==> config.mk <==
export PLATFORM = sky130hd
export DESIGN_NAME = bancoreg_multi
export DESIGN_NICKNAME = d
export VERILOG_FILES = /design/src/rtl/bancoreg_pkg.sv /design/src/rtl/bancoreg_scoreboard.sv /design/src/rtl/bancoreg_multi.sv
export SDC_FILE = /design/constraint.sdc
export NUM_CORES = 2
export LEC_CHECK = 0
export CORE_MARGIN = 2
export CORE_UTILIZATION = 25
export DETAILED_ROUTE_END_ITERATION = 10
export SLEW_MARGIN = 20
export SYNTH_ARGS = -nofsm -noshare
export SYNTH_HDL_FRONTEND = slang
export SYNTH_SLANG_ARGS = --single-unit
==> constraint.sdc <==
create_clock -name clk -period 8.82 [get_ports clk]
set_input_delay 1.323 -clock clk [delete_from_list [all_inputs] [get_ports clk]]
set_output_delay 1.323 -clock clk [all_outputs]
set_load 0.02 [all_outputs]
==> src/rtl/bancoreg_pkg.sv <==
// Shared constants and types for the multi-port register file with hazard scoreboard.
package bancoreg_pkg;

    localparam int XLEN_DEF  = 32;
    localparam int NREGS_DEF = 32;
    localparam int AW_DEF    = $clog2(NREGS_DEF);

    typedef logic [AW_DEF-1:0] reg_addr_t;

    localparam reg_addr_t ZERO_REG = '0;

endpackage

==> src/rtl/bancoreg_scoreboard.sv <==
// Per-register pending bits: issue sets, writeback clears, issue wins on a tie.
// With BANCOREG_BYPASS_EN, a register being written this cycle is not seen as pending.
module bancoreg_scoreboard #(
    parameter int NREGS = 32,
    parameter int NREAD = 2,
    parameter int AW    = $clog2(NREGS)
) (
    input  logic               clk,
    input  logic               rst_n,
    input  logic               write_enable,
    input  logic [AW-1:0]      write,
    input  logic               issue_enable,
    input  logic [AW-1:0]      issue_rd,
    input  logic [NREAD*AW-1:0] regaddr,
    output logic [NREAD-1:0]   busy,
    output logic               stall
);

    logic [NREGS-1:0] pending_q;
    logic [NREGS-1:0] pending_d;
    logic [NREGS-1:0] pending_eff_s;
    logic [NREGS-1:0] wr_hit_s;
    logic [NREGS-1:0] iss_hit_s;
    logic [AW-1:0]    addr_s;

    // One-hot of the register cleared by writeback; x0 is never tracked
    always_comb begin
        wr_hit_s = '0;
        if (write_enable && (write != '0)) begin
            wr_hit_s[write] = 1'b1;
        end else begin
            wr_hit_s = '0;
        end
    end

`ifdef BANCOREG_BYPASS_EN
    assign pending_eff_s = pending_q & ~wr_hit_s;
`else
    assign pending_eff_s = pending_q;
`endif

    // RAW check per read port, plus WAW check against the issuing destination
    always_comb begin
        busy   = '0;
        addr_s = '0;
        for (int i = 0; i < NREAD; i++) begin
            addr_s = regaddr[i*AW +: AW];
            if (addr_s != '0) begin
                busy[i] = pending_eff_s[addr_s];
            end else begin
                busy[i] = 1'b0;
            end
        end
        stall = (|busy) | (issue_enable & pending_eff_s[issue_rd]);
    end

    // Issue only lands when the issue stage is not being held
    always_comb begin
        iss_hit_s = '0;
        if (issue_enable && (issue_rd != '0) && !stall) begin
            iss_hit_s[issue_rd] = 1'b1;
        end else begin
            iss_hit_s = '0;
        end
        pending_d = (pending_q & ~wr_hit_s) | iss_hit_s;
    end

    // Pending state register
    always_ff @(posedge clk or negedge rst_n) begin
        if (!rst_n) begin
            pending_q <= '0;
        end else begin
            pending_q <= pending_d;
        end
    end

endmodule

==> src/rtl/bancoreg_multi.sv <==
// NREGS x XLEN register file, NREAD async read ports, one write port, pending-bit scoreboard.
// Optional same-cycle write-to-read forwarding when BANCOREG_BYPASS_EN is defined.
module bancoreg_multi
    import bancoreg_pkg::*;
#(
    parameter int  XLEN  = XLEN_DEF,
    parameter int  NREGS = NREGS_DEF,
    parameter int  NREAD = 2,
    localparam int AW    = $clog2(NREGS)
) (
    input  logic                  clk,
    input  logic                  rst_n,
    input  logic                  write_enable,
    input  logic [AW-1:0]         write,
    input  logic [XLEN-1:0]       data,
    input  logic [NREAD*AW-1:0]   regaddr,
    output logic [NREAD*XLEN-1:0] read,
    input  logic                  issue_enable,
    input  logic [AW-1:0]         issue_rd,
    output logic [NREAD-1:0]      busy,
    output logic                  stall
);

    logic [XLEN-1:0] mem_q [NREGS];
    logic [AW-1:0]   ra_s;
    logic [XLEN-1:0] rd_s;
    logic            byp_hit_s;

    // Storage; x0 is never written so it stays at its reset value
    always_ff @(posedge clk or negedge rst_n) begin
        if (!rst_n) begin
            for (int r = 0; r < NREGS; r++) begin
                mem_q[r] <= '0;
            end
        end else if (write_enable && (write != '0)) begin
            mem_q[write] <= data;
        end
    end

    // Read muxing; forwarding is gated by reset so read stays 0 while held in reset
    always_comb begin
        read      = '0;
        ra_s      = '0;
        rd_s      = '0;
        byp_hit_s = 1'b0;
        for (int i = 0; i < NREAD; i++) begin
            ra_s = regaddr[i*AW +: AW];
`ifdef BANCOREG_BYPASS_EN
            byp_hit_s = rst_n & write_enable & (write == ra_s) & (ra_s != '0);
`else
            byp_hit_s = 1'b0;
`endif
            if (byp_hit_s) begin
                rd_s = data;
            end else if (ra_s != '0) begin
                rd_s = mem_q[ra_s];
            end else begin
                rd_s = '0;
            end
            read[i*XLEN +: XLEN] = rd_s;
        end
    end

    bancoreg_scoreboard #(
        .NREGS (NREGS),
        .NREAD (NREAD),
        .AW    (AW)
    ) u_scoreboard (
        .clk          (clk),
        .rst_n        (rst_n),
        .write_enable (write_enable),
        .write        (write),
        .issue_enable (issue_enable),
        .issue_rd     (issue_rd),
        .regaddr      (regaddr),
        .busy         (busy),
        .stall        (stall)
    );

endmodule

Figure 1. Wiring by layer.
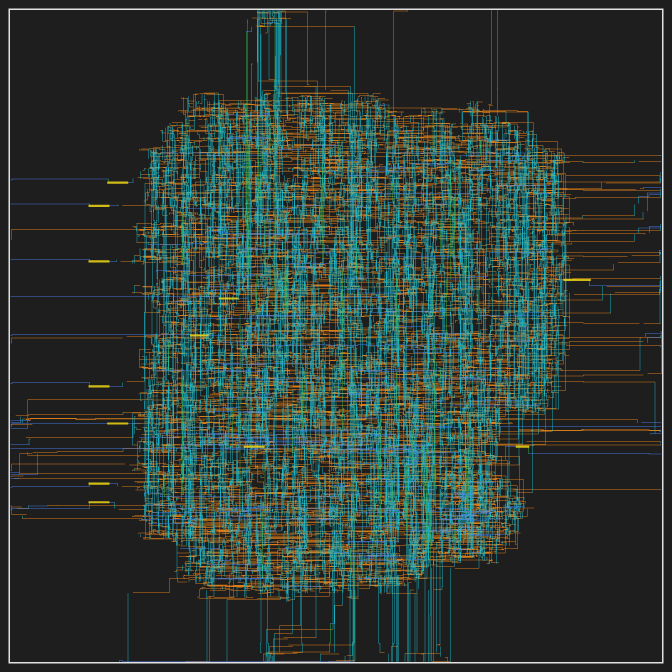
- orange: met1 (wire length 74.2 mm)
- blue: met3 (wire length 8,700 microns)
- cyan: met2 (wire length 85.7 mm)
- green: met4 (wire length 4,150 microns)
- yellow: met5 (wire length 162 microns)
Avg WL per Cell: 26.5 microns
routed vias: 33,209

==> impl_metrics.ini <==
; implementation run metrics
[placed_design]
dp.cells = 6299
gp_congestion = 0.766

[sta]
rsz0062_at_grt = no
tns_ns = 0
slew_viol_final = 0
fin_hold_ws_ns = 0.392
clock.fmax_mhz = 154
tightest_slew_ns = 1.16
relSlewSlack_pct = 23.0

[floorplanning]
dieHeight_microns = 479
rows = 174
coreArea_sq_mm = 0.224
fp_util_pct = 25.1

[power]
ir_drop_uv = 166
finalPower_uw = 14700
powerDensity_mw_per_mm2 = 228

[synthesis]
yosysWarnings = 0
yosys_area_sq_mm = 0.0563
synth_flops = 1056
flop_cell = dfrtp_1
synthArstFlopShare_pct = 100
synth_cell_types = 41
avgSynthCellArea_sq_um = 15.9
synthesis.area_sq_mm = 0.0563
synth-edff-count = 0
synthCells = 3533
yosysSeqAreaShare_pct = 46.9

[final_layout]
fin_area_sq_mm = 0.0645
area_delta_synth_final_pct = 14.6
drive_gt1_share_pct = 56.4
lay_top_count = dfrtp_1
layout_top_cells = 1,056 x dfrtp_1, 995 x mux2_2, 664 x mux4_2
nFillCells = 22177
stdcell_count = 6516

[setup_path]
worstReg2RegEnd = u_scoreboard.pending_eff_s[21]
crit_path_end = stall
path_class = input pin to output pin
reg2reg_slack_ns = 6.40

[cts]
cts_max_level = 3
clockBufferDepth = 3
cts_resized = 0
cts.sinks = 1056
cts_setup_buffers = 0
clock_latency_ns = 0.71

[min_path]
hold_path_class = flop to flop

[route]
viasPerCell = 5.10
first_pass_iters = 5
drc = 0
drt-total-wl_microns = 173000

[global_route]
grt_pass1_vias = 35352
overflow = 0
antenna_found_initial = 20
grt_max_degree = 186
grt_pass1_wl_microns = 255000
grt.total_usage_pct = 15.0

[run_status]
status = complete, no violations

[job]
maxCapViolations = 0
Figure 2. Placement view.
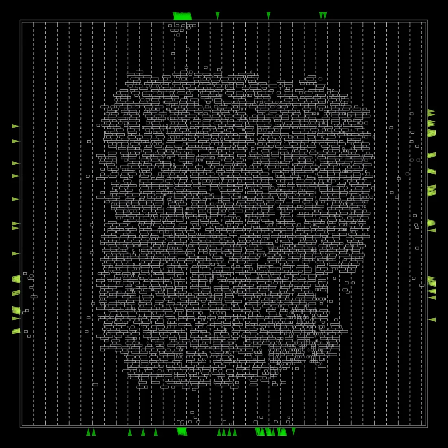
Core Util, Final: 28.7%
sequential share of cell area: 41.0%

## logic make-up after synthesis
family                 Yosys count  synth area share, %
DFF                           1056                 46.9
and+or+nand+nor                255                 2.00
buffers and inverters          416                 3.00
muxes                         1663                 46.5
AOI/OAI and AO/OA              143                 1.59
## routing by layer
metal	global-route usage, %	up-vias	part of all wire, %
met5	0	-	0.093
li1	-	13540	-
met4	4.00	24	2.4
met1	19.8	18508	43
met2	25.4	890	50
met3	2.42	247	5.0
## final cells by class
class                   count  area, sq um  area share (%)
flip-flops and latches   1056        26400            41.0
well taps                2992         3740            5.80
clock buffers             175         3510            5.44
multi-input cells        2061        28500            44.1
repair buffers            188         1850            2.87
clock inverters            39          498           0.772
inverters                   3         11.3          0.0175
diodes                      2         5.00         0.00776
## where the power goes
part           internal, uW  switching (uW)
registers              5770             644
clock network          3020            2060
logic                  1950            1260
## sequential cells by signal (all words and copies together), names as in the netlist
name,cells
mem_q,1024
u_scoreboard.pending_eff_s,32
## Yosys cell counts (all sizes together) (2+ instances only)
cell type,count,area (sq um)
or2,3,18.8
o21ai,38,190
clkbuf,260,976
nor3,24,120
a21oi,64,320
nand2b,4,25.0
nand3,4,20.0
buf,153,701
nand3b,6,45.0
nand4,4,25.0
inv,2,7.51
nand2,165,619
mux2i,4,40.0
nor3b,5,37.5
or3,8,50.1
nor2,21,78.8
mux4,664,15000
nor2b,2,12.5
mux2,995,11200
dfrtp,1056,26400
and3b,3,26.3
a32oi,3,26.3
o31ai,31,278
and3,2,12.5
## metrics by stage
step / worst slack, ns / util [%]
after floorplan: 4.10 / -
after global placement: 2.39 / 27.0
after detailed placement: 2.36 / 27.0
after CTS: 2.35 / 28.7
after global routing: 2.24 / 28.7
final: 2.34 / 28.7
## critical path: stages
cell and delay, ns:
buf_8 0.26, or4_1 0.62, nor2_4 0.50, buf_4 0.65
a31o_2 0.53, nor3_2 0.06, buf_4 0.22, or2_2 0.31
clkdlybuf4s50_1 0.53
## worst min path at each step
stage | endpoint | slack (ns) | from
4_1_cts | mem_q[997] | 0.40 | mem_q[997]
3_3_place_gp | mem_q[1006] | 0.38 | mem_q[1006]
2_1_floorplan | mem_q[1000] | 0.44 | mem_q[1000]
5_1_grt | mem_q[994] | 0.41 | mem_q[994]
3_5_place_dp | mem_q[1006] | 0.38 | mem_q[1006]
6_report | mem_q[994] | 0.39 | mem_q[994]
Power and IR drop assume default switching activity.
